Fig. 1: run 1, ports around the boundary
(10 px per micron) Pins as bars across the die edge, other pins in grey.
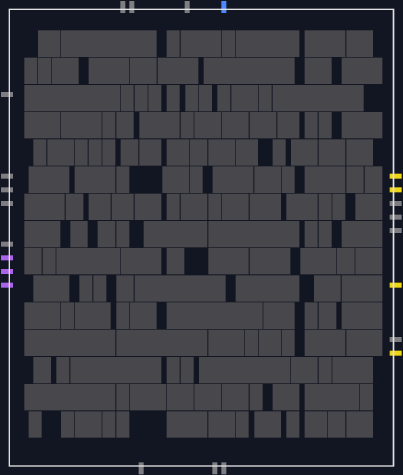
Fig. 2: run 1, metal 2
(10 px per micron)
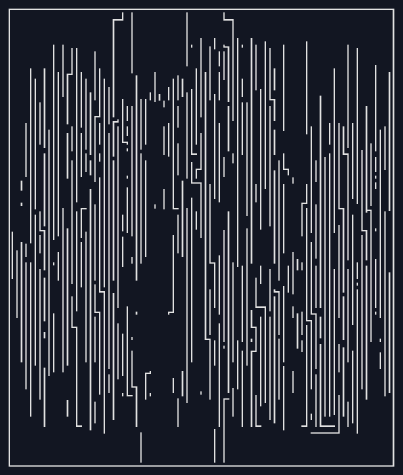
Fig. 3: run 1, cell outlines without signal wires
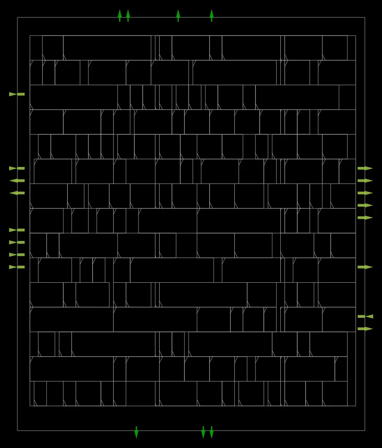
[src/rtl/aes_round_seq.sv]
// Control sequencer for the AES datapath: decodes an opcode and steps aes_enc, S_box and key_gen
// through single rounds, full NR-round encryption, or a key-generation assist.
package aes_pkg;
   typedef enum logic [2:0] {
      NOOP            = 3'd0,
      AESENC          = 3'd1,
      AESENCLAST      = 3'd2,
      AESENCFULL      = 3'd3,
      AESKEYGENASSIST = 3'd4
   } opcode;
endpackage

module aes_round_seq #(
   parameter int NR       = 10,
   parameter int SBOX_LAT = 1,
   parameter int CNT_W    = $clog2(NR + 1)
) (
   input  logic             clk,
   input  logic             nrst,
   input  logic             start_i,
   input  aes_pkg::opcode   opcode_i,
   input  logic             abort_i,
   output logic             ready_o,
   output logic             full_enc_o,
   output logic             final_rnd_o,
   output logic             zero_rnd_o,
   output logic             key_sel_o,
   output logic             key_sub_o,
   output logic             gen_key_o,
   output logic             r_con_ctrl_o,
   output logic             next_rnd_o,
   output logic [CNT_W-1:0] rnd_cnt_o,
   output logic             cipher_ready_o,
   output logic             key_ready_o,
   output logic             err_o
);

   localparam int SB_W = (SBOX_LAT > 1) ? $clog2(SBOX_LAT) : 1;

   if (!(NR == 10 || NR == 12 || NR == 14)) begin : g_bad_nr
      $error("aes_round_seq: NR must be 10, 12 or 14");
   end
   if (SBOX_LAT < 1) begin : g_bad_sbox_lat
      $error("aes_round_seq: SBOX_LAT must be at least 1");
   end

   typedef enum logic [2:0] {IDLE, ZERO, SBOX, ROUND, KEYGEN, DONE} state_t;

   state_t             state_q, state_d;
   aes_pkg::opcode     op_q, op_d;
   logic [CNT_W-1:0]   cnt_q, cnt_d;
   logic [SB_W-1:0]    sb_q, sb_d;
   logic               err_q, err_d;

   always_ff @(posedge clk or negedge nrst) begin
      if (!nrst) begin
         state_q <= IDLE;
         op_q    <= aes_pkg::NOOP;
         cnt_q   <= '0;
         sb_q    <= '0;
         err_q   <= 1'b0;
      end else begin
         state_q <= state_d;
         op_q    <= op_d;
         cnt_q   <= cnt_d;
         sb_q    <= sb_d;
         err_q   <= err_d;
      end
   end

   always_comb begin
      state_d = state_q;
      op_d    = op_q;
      cnt_d   = cnt_q;
      sb_d    = sb_q;
      err_d   = 1'b0;
      case (state_q)
         IDLE: begin
            if (start_i) begin
               op_d = opcode_i;
               case (opcode_i)
                  aes_pkg::NOOP: ;
                  aes_pkg::AESENC, aes_pkg::AESENCLAST, aes_pkg::AESKEYGENASSIST: state_d = SBOX;
                  aes_pkg::AESENCFULL: state_d = ZERO;
                  default: err_d = 1'b1;
               endcase
            end
         end
         ZERO: state_d = SBOX;
         SBOX: begin
            // Dwell SBOX_LAT cycles so the S_box result is settled before the round uses it.
            if (sb_q == SB_W'(SBOX_LAT - 1)) begin
               sb_d    = '0;
               state_d = (op_q == aes_pkg::AESKEYGENASSIST) ? KEYGEN : ROUND;
            end else begin
               sb_d = sb_q + 1'b1;
            end
         end
         ROUND: begin
            cnt_d = cnt_q + 1'b1;
            if (op_q == aes_pkg::AESENCFULL && cnt_q != CNT_W'(NR - 1)) state_d = SBOX;
            else state_d = DONE;
         end
         KEYGEN: state_d = DONE;
         DONE: begin
            state_d = IDLE;
            cnt_d   = '0;
         end
         default: state_d = IDLE;
      endcase
      if (abort_i && state_q != IDLE) begin
         state_d = IDLE;
         cnt_d   = '0;
         sb_d    = '0;
      end
   end

   // cnt_q counts completed rounds, so the round in progress is cnt_q + 1.
   always_comb begin
      ready_o        = (state_q == IDLE);
      full_enc_o     = 1'b0;
      final_rnd_o    = 1'b0;
      zero_rnd_o     = 1'b0;
      key_sel_o      = 1'b0;
      key_sub_o      = 1'b0;
      gen_key_o      = 1'b0;
      r_con_ctrl_o   = 1'b0;
      next_rnd_o     = 1'b0;
      rnd_cnt_o      = '0;
      cipher_ready_o = 1'b0;
      key_ready_o    = 1'b0;
      err_o          = err_q;
      case (state_q)
         ZERO: begin
            zero_rnd_o   = 1'b1;
            r_con_ctrl_o = 1'b1;
         end
         SBOX: key_sub_o = (op_q == aes_pkg::AESKEYGENASSIST);
         ROUND: begin
            rnd_cnt_o = cnt_q + 1'b1;
            if (op_q == aes_pkg::AESENCFULL) begin
               gen_key_o  = 1'b1;
               next_rnd_o = 1'b1;
               key_sel_o  = 1'b1;
               if (cnt_q == CNT_W'(NR - 1)) final_rnd_o = 1'b1;
               else full_enc_o = 1'b1;
            end else if (op_q == aes_pkg::AESENCLAST) begin
               final_rnd_o = 1'b1;
            end else begin
               full_enc_o = 1'b1;
            end
         end
         KEYGEN: gen_key_o = 1'b1;
         DONE: begin
            key_ready_o    = (op_q == aes_pkg::AESKEYGENASSIST);
            cipher_ready_o = (op_q != aes_pkg::AESKEYGENASSIST);
         end
         default: ;
      endcase
   end

endmodule

[config.mk]
export PLATFORM = sky130hd
export DESIGN_NAME = aes_round_seq
export DESIGN_NICKNAME = d
export VERILOG_FILES = /design/src/rtl/aes_round_seq.sv
export SDC_FILE = /design/constraint.sdc
export NUM_CORES = 1
export LEC_CHECK = 0
export ABC_AREA = 1
export CORE_ASPECT_RATIO = 1.2
export CORE_UTILIZATION = 47
export CTS_BUF_LIST = sky130_fd_sc_hd__clkbuf_4
export DETAILED_ROUTE_END_ITERATION = 10
export GPL_TIMING_DRIVEN = 1
export PLACE_DENSITY = 0.83
export RECOVER_POWER = 100
export SLEW_MARGIN = 25
export SYNTH_ARGS = -nofsm -noshare
export SYNTH_HDL_FRONTEND = slang
export SYNTH_SLANG_ARGS = --single-unit
[constraint.sdc]
create_clock -name clk -period 1.7 [get_ports clk]
set_clock_uncertainty 0.15 [all_clocks]
set_input_delay 0.34 -clock clk [delete_from_list [all_inputs] [get_ports clk]]
set_output_delay 0.34 -clock clk [all_outputs]
set_load 0.02 [all_outputs]
==> results.txt, run 1 <==
Drt pass-1 iters: 5
Cell count along the critical path: 5
Area Growth Syn to Fin: 79.76%
Proportion of layout cells with a drive suffix above 1: 0.5190
Hold buffer count at CTS: 0
I/O Buffers: 22
Share of power burned in registers: 0.239
Initial Utilization: 0.5068
Hold Vio Cnt, Final: 0
Largest net degree at the start of global routing: 12
GR peak layer: met2
Compound-Gate Fraction of Synth Area: 0.08432
Max Used Layer: met4
Ant. Diodes: 0
Sequential fraction of the synthesis area: 0.3710
Final worst slack: -284.9 ps
Met3 routed WL: 201 microns
Antenna violations before repair: 0
Failing checks: setup timing
Root Buffer: clkbuf_4
Die x size: 38.27 microns
Asr flop ratio synth: 1.000
Gate Area: 480.5 sq um
Final ANT Viol Nets: 0
Routing usage on met2: 0.5424
Crit path to: rnd_cnt_o[2]
Reg2reg start: state_q[2]
Cell Chain, Critical Path: ha_2, xor2_1, nand2_1, inv_1, buf_6
Critical Path Source Type: register
R2r setup slk: -200 ps
Top Consumer: combinational cells
Met1 Use GR: 0.3009
P_seq: 470 uW
Buf/Inv on CP: 2
Final Total Pwr: 1965 uW
Final hold slack: 328.7 ps
DRC: 0
Sink Count: 11
Pwr dens: 1473 nW/um^2
Synth Area per Inst: 7.066 sq um
CP Capture Type: primary output
Synth Area in Simple Gates: 0.3811
Design area: 1334 sq um
CTS tree: built
Worst skew pair latency: 280 ps
DP Cell Count: 160
Final WL: 3415 microns
DR WL/cell: 19.51 microns
Clock share of power: 0.099
Static Leakage: 0.0007038 uW
Yosys cell types: 20
Switch share: 0.4955
Fin nets: 168
GRT Overall Usage: 0.2819
RSZ-0062 raised after global routing: true
Commonest flop: dfrtp_1
DR vias: 1,005
Final setup vio count: 19
1st-iter DRT viols: 50
Syn Inst Count: 105
Clk pin slew, worst setup/hold paths: 90 ps
Top cells excl fill/tap: buf_4 (27), nand2_1 (24), buf_6 (15), nor2_1 (10), inv_1 (9)
CTS Buf Count: 3
Int Pwr: 991.4 uW
Top cells by count: nand2_1 (26), inv_1 (16), nor2_1 (14)
Total congestion overflow: 0
Max cap viols: 0
Global-route track usage on met3: 0.04412
Worst Path Arrival: 1490 ps
Type of the most critical hold path: primary input to asynchronous set/reset pin
Cell row count: 15
Syn Nets: 114
Comb power frac: 0.661
Fmax: 503.8 MHz
Most instantiated library cell after synthesis: nand2_1
Worst setup path startpoint: cnt_q[0]
Comb. pwr: 1300 uW
First-pass GRT wire length: 3374 microns
Net switching power figure: 973.6 uW
Worst-margin pin slew: 560.2 ps
RR Endpoint: op_q[0]
Worst vdd rail ir drop: 0.001094 V
H-tree depth: 1
Core area: 1464 sq um
Reg area: 279.0 sq um
Clock net power: 195 uW
I/O pin total: 23
Biggest area cells: dfrtp_1 (37%), nand2_1 (13%), inv_1 (8.1%)
M1 wire length: 1235 microns
Metal2 WL: 1818 microns
Mux frac, synth: 0
Die area: 1742 sq um
Final core utilization: 0.9111
Die height: 45.53 microns
Top cell area share: 0.3710
Tool warning count: 29
Status: finished with violations
Number of synthesized flops with an enable pin: 0
Relative slew margins: 0.6253
# Cells Yosys: 105
Vias per cell: 5.743
XOR/XNOR Area Share: 0.01180
Fillers: 61
CP Data Required Time: 1210 ps
Leading area contributor after synthesis: dfrtp_1
Cycle use final: 1.168
Area reported by Yosys stat: 742.0 sq um
Most common logic cell in the routed design: buf_4
Dominant comb cell: simple AND/OR/NAND/NOR gates
Vias in the first global route: 808
DP Area: 1104 sq um
CP top delay family: flip-flops
GP Congestion: 0.8673
Hpwl dp: 1548 microns
Minimum clock period: 1985 ps
Maximum root-to-sink buffer count: 2
Worst path max stage delay: 450 ps
Syn Std Cell Area: 742.0 sq um
Fin Setup TNS: -2222 ps
CP max FO: 4
Crit-path slowest cell: dfrtp_2
Finished Layout Cells: 175
Fa+ha+maj area frac: 0.03373
Worst R2R Path Depth: 8
Synth warn: 0
Flops & latches, synth: 11
Fin. max-slew vios: 0
Notes on Fig. 1 above:
Key: rnd_cnt_o = yellow [pins 4, direction output, edge east]; opcode_i = purple [pins 3, direction input, edge west]; key_sub_o = blue [pins 1, direction output, edge north]
All pins by edge: 8 west, 8 east, 4 north, 3 south.

Notes on Fig. 2 above:
161 nets have wire on it. The layer holds 53% of the routed length.

Notes on Fig. 3 above:
sequential share of cell area: 0.2092
sequential cells: 11

-- run 1: flip-flops by register name, summed over array words and instances, names as in the netlist --
name and count:
state_q 3, cnt_q 4, err_o 1, op_q 3
-- run 1: what timing repair did --
action	in CTS	in global routing
pin swaps	5	7
resized	99	32
setup buffers	4	7
setup endpoints to repair	15	16
cloned	0	0
endpoints found under the hold margin	0	0
-- run 1: area by class of cell --
cell class | count | share of cell area
timing repair buffer | 51 | 0.3330
tap | 17 | 0.01595
sequential | 11 | 0.2092
inverter | 19 | 0.06098
clock buffer | 3 | 0.01689
multi-input combinational | 73 | 0.3602
clock inverter | 1 | 0.003752
Fig. 4: run 1, metal layers overlaid
(6 px per micron) Only two layers are drawn.
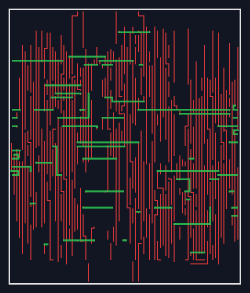

## Run 2: what changed since run 1
--- a/config.mk
+++ b/config.mk
@@ -6,11 +6,13 @@
 export NUM_CORES = 1
 export LEC_CHECK = 0
 export ABC_AREA = 1
+export CAP_MARGIN = 20
 export CORE_ASPECT_RATIO = 1.2
 export CORE_UTILIZATION = 47
 export CTS_BUF_LIST = sky130_fd_sc_hd__clkbuf_4
 export DETAILED_ROUTE_END_ITERATION = 10
 export GPL_TIMING_DRIVEN = 1
+export MAX_ROUTING_LAYER = met4
 export PLACE_DENSITY = 0.83
 export RECOVER_POWER = 100
 export SLEW_MARGIN = 25
Fig. 5: run 2, metal layers overlaid
(6 px per micron) Only two layers are drawn.
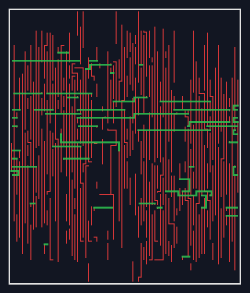
Key: met3 = green [wire length 191 microns]; met2 = red [wire length 1,850 microns]
DR vias: 1,004
GRT Overall Usage: 0.2902
final WL: 3434 microns
DR WL/cell: 19.62 microns

Fig. 6: run 2, cell outlines without signal wires
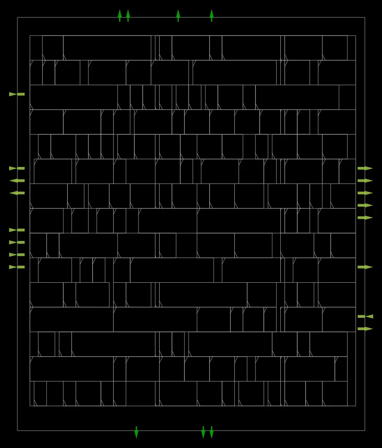
core area: 1464 sq um
# Taps: 17
Finished Layout Cells: 175
Fillers: 61
cell row count: 15

==> results.txt, run 2 <==
Max cap viols: 0 (unchanged)
Fin Setup TNS: -2293 ps (-70.14 ps)
CTS Buf Count: 3 (unchanged)
Reg2reg start: state_q[2]
Compound-Gate Fraction of Synth Area: 0.08432 (unchanged)
Biggest area cells: dfrtp_1 (37%), nand2_1 (13%), inv_1 (8.1%)
# Cells Yosys: 105 (unchanged)
Static Leakage: 0.0007038 uW (unchanged)
Share of power burned in registers: 0.240 (about the same)
Asr flop ratio synth: 1.000 (unchanged)
Largest net degree at the start of global routing: 12 (unchanged)
Syn Std Cell Area: 742.0 sq um (unchanged)
Area Growth Syn to Fin: 79.76% (unchanged)
Leading area contributor after synthesis: dfrtp_1
Worst skew pair latency: 280 ps (about the same)
Die area: 1742 sq um (unchanged)
Synth Area in Simple Gates: 0.3811 (unchanged)
Vias in the first global route: 808 (unchanged)
Worst R2R Path Depth: 8 (unchanged)
Worst path max stage delay: 450 ps (about the same)
Biggest regs: cnt_q (4), op_q (3), state_q (3)
GP Congestion: 0.8814 (+1.6%)
Met1 Use GR: 0.3009 (unchanged)
I/O Buffers: 22 (unchanged)
Pwr dens: 1471 nW/um^2 (-0.13%)
Final ANT Viol Nets: 0 (unchanged)
Global-route track usage on met3: 0.04412 (unchanged)
Die x size: 38.27 microns (unchanged)
Die height: 45.53 microns (unchanged)
Final-layout clock-cell area share: 0.02064 (unchanged)
Comb area share: 0.3602 (unchanged)
Crit-path slowest cell: dfrtp_2
Met3 routed WL: 191 microns (-5.0%)
Max reg flops: 4 (unchanged)
Worst-margin pin slew: 545.4 ps (-14.81 ps)
Syn Nets: 114 (unchanged)
Sequential fraction of the synthesis area: 0.3710 (unchanged)
Critical path type: register to primary output
Final non-clock buffer share: 0.3330 (unchanged)
Hold buffer count at CTS: 0 (unchanged)
Final hold slack: 329.8 ps (+1.110 ps)
CP Data Required Time: 1210 ps (about the same)
Cycle use final: 1.177 (+0.009159)
Synth Area per Inst: 7.066 sq um (unchanged)
Buf/Inv on CP: 2 (unchanged)
Top cell class by occupied area: multi-input combinational cells
Clock share of power: 0.096 (-0.003)
M1 wire length: 1253 microns (+1.5%)
Inverter count: 19 (unchanged)
1st-iter DRT viols: 45 (-10%)
Area reported by Yosys stat: 742.0 sq um (unchanged)
Mux frac, synth: 0 (unchanged)
Fin nets: 168 (unchanged)
Flops & latches, synth: 11 (unchanged)
Buffers, non-clock: 51 (unchanged)
Net switching power figure: 971.4 uW (-0.23%)
Critical Path Source Type: register
I/O pin total: 23 (unchanged)
Hold Vio Cnt, Final: 0 (unchanged)
First-pass GRT wire length: 3367 microns (-0.21%)
Dominant comb cell: simple AND/OR/NAND/NOR gates
R2r setup slk: -210 ps (about the same)
Relative slew margins: 0.6352 (+0.009903)
Syn Inst Count: 105 (unchanged)
Clock net power: 188 uW (-4%)
Total congestion overflow: 0 (unchanged)
Worst Path Arrival: 1510 ps (+20 ps)
CP max FO: 4 (unchanged)
H-tree depth: 1 (unchanged)
RSZ-0062 raised after global routing: true
Yosys cell types: 20 (unchanged)
Sink Count: 11 (unchanged)
Top reg by flops: cnt_q
Comb. pwr: 1300 uW (about the same)
Metal2 WL: 1849 microns (+1.7%)
Final core utilization: 0.9111 (unchanged)
Type of the most critical hold path: primary input to asynchronous set/reset pin
Failing checks: setup timing
Antenna violations before repair: 0 (unchanged)
Switch share: 0.4950 (about the same)
Drt pass-1 iters: 7 (+2)
Synth warn: 0 (unchanged)
Sequential cells: 11 (unchanged)
Sequential share of cell area: 0.2092 (unchanged)
Vias per cell: 5.737 (about the same)
Status: finished with violations
RR Endpoint: op_q[0]
CP Capture Type: primary output
Gate Area: 480.5 sq um (unchanged)
Worst vdd rail ir drop: 0.001087 V (-0.63%)
Reg area: 279.0 sq um (unchanged)
DP Area: 1104 sq um (unchanged)
DRC: 0 (unchanged)
CP top delay family: flip-flops
Most common logic cell in the routed design: buf_4
Final Total Pwr: 1962 uW (-0.13%)
Root Buffer: clkbuf_4
Most instantiated library cell after synthesis: nand2_1
Routing usage on met2: 0.5424 (unchanged)
CTS tree: built
Top cells excl fill/tap: buf_4 (27), nand2_1 (24), buf_6 (15), nor2_1 (10), inv_1 (9)
Top cell area share: 0.3710 (unchanged)
Clk pin slew, worst setup/hold paths: 90 ps (about the same)
Proportion of layout cells with a drive suffix above 1: 0.5190 (unchanged)
Max Used Layer: met4
Comb power frac: 0.665 (+0.004)
Fmax: 499.9 MHz (-0.78%)
Mi-comb count: 73 (unchanged)
Clock buf count: 3 (unchanged)
DP Cell Count: 160 (unchanged)
Design area: 1334 sq um (unchanged)
Ant. Diodes: 0 (unchanged)
Cell Chain, Critical Path: ha_2, xor2_1, nand2_1, inv_1, buf_6
Initial Utilization: 0.5068 (unchanged)
Minimum clock period: 2000 ps (+15.57 ps)
Fin. max-slew vios: 0 (unchanged)
Number of synthesized flops with an enable pin: 0 (unchanged)
Tool warning count: 29 (unchanged)
Commonest flop: dfrtp_1
P_seq: 471 uW (about the same)
GR peak layer: met2
XOR/XNOR Area Share: 0.01180 (unchanged)
Int Pwr: 991.1 uW (about the same)
Final setup vio count: 22 (+3)
Maximum root-to-sink buffer count: 2 (unchanged)
Top Consumer: combinational cells
Dpl ws: -332.3 ps
Final worst slack: -300.4 ps (-15.57 ps)
Fa+ha+maj area frac: 0.03373 (unchanged)
Top cells by count: nand2_1 (26), inv_1 (16), nor2_1 (14)
Hpwl dp: 1548 microns (unchanged)
[run 2: cell counts in the layout (fill, tap and decap cells not counted)]
No cell type changed its count.
[run 2: worst max path at each step]
stage / from / to / slack, ps / cells past startpoint
final: cnt_q[0] / rnd_cnt_o[2] / -300 / 5
after global routing: cnt_q[0] / rnd_cnt_o[2] / -360 / 5
after CTS: cnt_q[1] / final_rnd_o / -140 / 7
after detailed placement: cnt_q[1] / final_rnd_o / -330 / 7
after global placement: cnt_q[1] / final_rnd_o / -270 / 7
after floorplan: cnt_q[0] / full_enc_o / 90 / 4
[run 2: timing repair]
action / 4_1_cts / 5_1_grt
cloned: 0 / 0
resized: 99 / 32
pin swaps: 5 / 7
setup buffers: 4 / 7
endpoints found under the setup margin: 15 / 16
Fig. 7: run 2, port wiring
(6 px per micron)
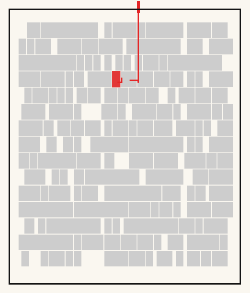

## Run 3: what changed since run 2
--- a/config.mk
+++ b/config.mk
@@ -7,7 +7,6 @@
 export LEC_CHECK = 0
 export ABC_AREA = 1
 export CAP_MARGIN = 20
-export CORE_ASPECT_RATIO = 1.2
 export CORE_UTILIZATION = 47
 export CTS_BUF_LIST = sky130_fd_sc_hd__clkbuf_4
 export DETAILED_ROUTE_END_ITERATION = 10
Fig. 8: run 3, port wiring
(6 px per micron)
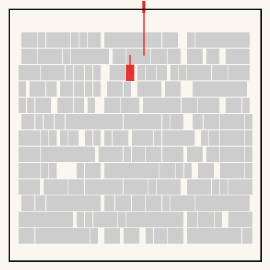
Key: key_sub_o = red [bits 1, direction output, edge north, end cells 1, buffers 1, wire 10.6 microns]

Fig. 9: run 3, metal 2
(12 px per micron)
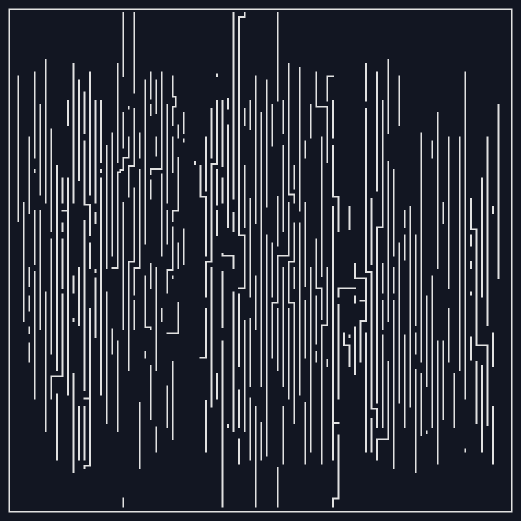
150 nets have wire on it. The layer carries 1,560 microns of wire. The layer holds 49% of the routed length.
routing usage on met2: 0.4281
final WL: 3178 microns
DR vias: 965

==> results.txt, run 3 <==
Status: finished with violations
Failing checks: setup timing
Worst vdd rail ir drop: 0.001102 V (+1.3%)
Metal2 WL: 1559 microns (-16%)
Final core utilization: 0.9367 (+0.02554)
RSZ-0062 raised after global routing: true
Final ANT Viol Nets: 0 (unchanged)
Top cell area share: 0.3710 (unchanged)
Root Buffer: clkbuf_4
Relative slew margins: 0.6282 (-0.007012)
DRC: 0 (unchanged)
Top cells excl fill/tap: buf_4 (26), nand2_1 (22), buf_6 (14), nor2_1 (10), inv_1 (9)
Worst skew pair latency: 280 ps (about the same)
Comb area share: 0.3681 (+0.007891)
Synth warn: 0 (unchanged)
Worst-margin pin slew: 555.9 ps (+10.48 ps)
Final setup vio count: 13 (-41%)
Met1 Use GR: 0.2760 (-0.02498)
Area reported by Yosys stat: 742.0 sq um (unchanged)
Fillers: 49 (-20%)
# Taps: 15 (-2)
Maximum root-to-sink buffer count: 2 (unchanged)
DP Area: 1094 sq um (-0.91%)
Int Pwr: 1029 uW (+3.8%)
Cell row count: 13 (-2)
Antenna violations before repair: 0 (unchanged)
Sequential fraction of the synthesis area: 0.3710 (unchanged)
CP top delay family: flip-flops
DR WL/cell: 18.80 microns (-4.2%)
Die height: 41.73 microns (-8.3%)
Asr flop ratio synth: 1.000 (unchanged)
Most common logic cell in the routed design: buf_4
Top cell class by occupied area: multi-input combinational cells
Buf/Inv on CP: 2 (unchanged)
Hold Vio Cnt, Final: 0 (unchanged)
Clock buf count: 3 (unchanged)
Buffers, non-clock: 47 (-7.8%)
Commonest flop: dfrtp_1
Mux frac, synth: 0 (unchanged)
Gates resized, CTS repair: 86 (-13%)
Sequential cells: 11 (unchanged)
H-tree depth: 1 (unchanged)
Dominant comb cell: simple AND/OR/NAND/NOR gates
Static Leakage: 0.0006881 uW (-2.2%)
Top cells by count: nand2_1 (26), inv_1 (16), nor2_1 (14)
Switch share: 0.4926 (-0.002376)
CP Data Required Time: 1210 ps (about the same)
Vias in the first global route: 755 (-6.6%)
Biggest area cells: dfrtp_1 (37%), nand2_1 (13%), inv_1 (8.1%)
DP Cell Count: 157 (-1.9%)
First-pass GRT wire length: 3174 microns (-5.7%)
Dpl ws: -308.5 ps (+23.84 ps)
Minimum clock period: 1939 ps (-61.60 ps)
Finished Layout Cells: 169 (-3.4%)
Type of the most critical hold path: primary input to asynchronous set/reset pin
Fa+ha+maj area frac: 0.03373 (unchanged)
Share of power burned in registers: 0.231 (-0.009)
Critical Path Source Type: register
Final worst slack: -238.9 ps (+61.60 ps)
GRT Overall Usage: 0.2456 (-0.04462)
1st-iter DRT viols: 70 (+56%)
Fmax: 515.8 MHz (+3.2%)
Most instantiated library cell after synthesis: nand2_1
Reg2reg start: state_q[1]
Final-layout clock-cell area share: 0.02126 (+0.0006182)
# Cells Yosys: 105 (unchanged)
Met3 routed WL: 267 microns (+40%)
Hpwl dp: 1518 microns (-2.0%)
Top reg by flops: cnt_q
Max Used Layer: met4
CP max FO: 3 (-1)
Final Total Pwr: 2028 uW (+3.3%)
Crit-path slowest cell: dfrtp_1
Pwr dens: 1566 nW/um^2 (+6.4%)
Final hold slack: 324.4 ps (-5.482 ps)
R2r setup slk: 20 ps (+230 ps)
Comb power frac: 0.668 (+0.003)
Largest net degree at the start of global routing: 12 (unchanged)
Core area: 1383 sq um (-5.6%)
CP Capture Type: primary output
Clock share of power: 0.101 (+0.005)
Syn Inst Count: 105 (unchanged)
Yosys cell types: 20 (unchanged)
Vias per cell: 5.710 (-0.47%)
Syn Std Cell Area: 742.0 sq um (unchanged)
Ant. Diodes: 0 (unchanged)
Area Growth Syn to Fin: 74.54%
Fin nets: 164 (-2.4%)
Compound-Gate Fraction of Synth Area: 0.08432 (unchanged)
Worst Path Arrival: 1450 ps (-60 ps)
Clk pin slew, worst setup/hold paths: 90 ps (about the same)
Design area: 1295 sq um (-2.9%)
Final non-clock buffer share: 0.3217 (-0.01128)
Biggest regs: cnt_q (4), op_q (3), state_q (3)
Worst R2R Path Depth: 8 (unchanged)
RR Endpoint: state_q[0]
Die x size: 41.73 microns (+9.0%)
Proportion of layout cells with a drive suffix above 1: 0.5195 (about the same)
CTS Buf Count: 3 (unchanged)
Die area: 1741 sq um (about the same)
-- run 3: power groups by stage --
stage,Clock (uW),Sequential (uW),Combinational (uW)
2_1_floorplan,0,432,531
3_3_place_gp,0,428,966
3_5_place_dp,0,435,1010
4_1_cts,185,447,1010
5_1_grt,221,478,1430
6_report,204,469,1350
-- run 3: how the worst max path moves through the flow --
stage / endpoint / slack, ps / startpoint / cells past startpoint
final: final_rnd_o / -240 / cnt_q[1] / 7
after global routing: final_rnd_o / -300 / cnt_q[1] / 7
after CTS: final_rnd_o / -130 / cnt_q[1] / 7
after detailed placement: final_rnd_o / -310 / cnt_q[1] / 7
after global placement: final_rnd_o / -270 / cnt_q[1] / 7
after floorplan: full_enc_o / 90 / cnt_q[0] / 4
Power is estimated from default activity; no workload was simulated.
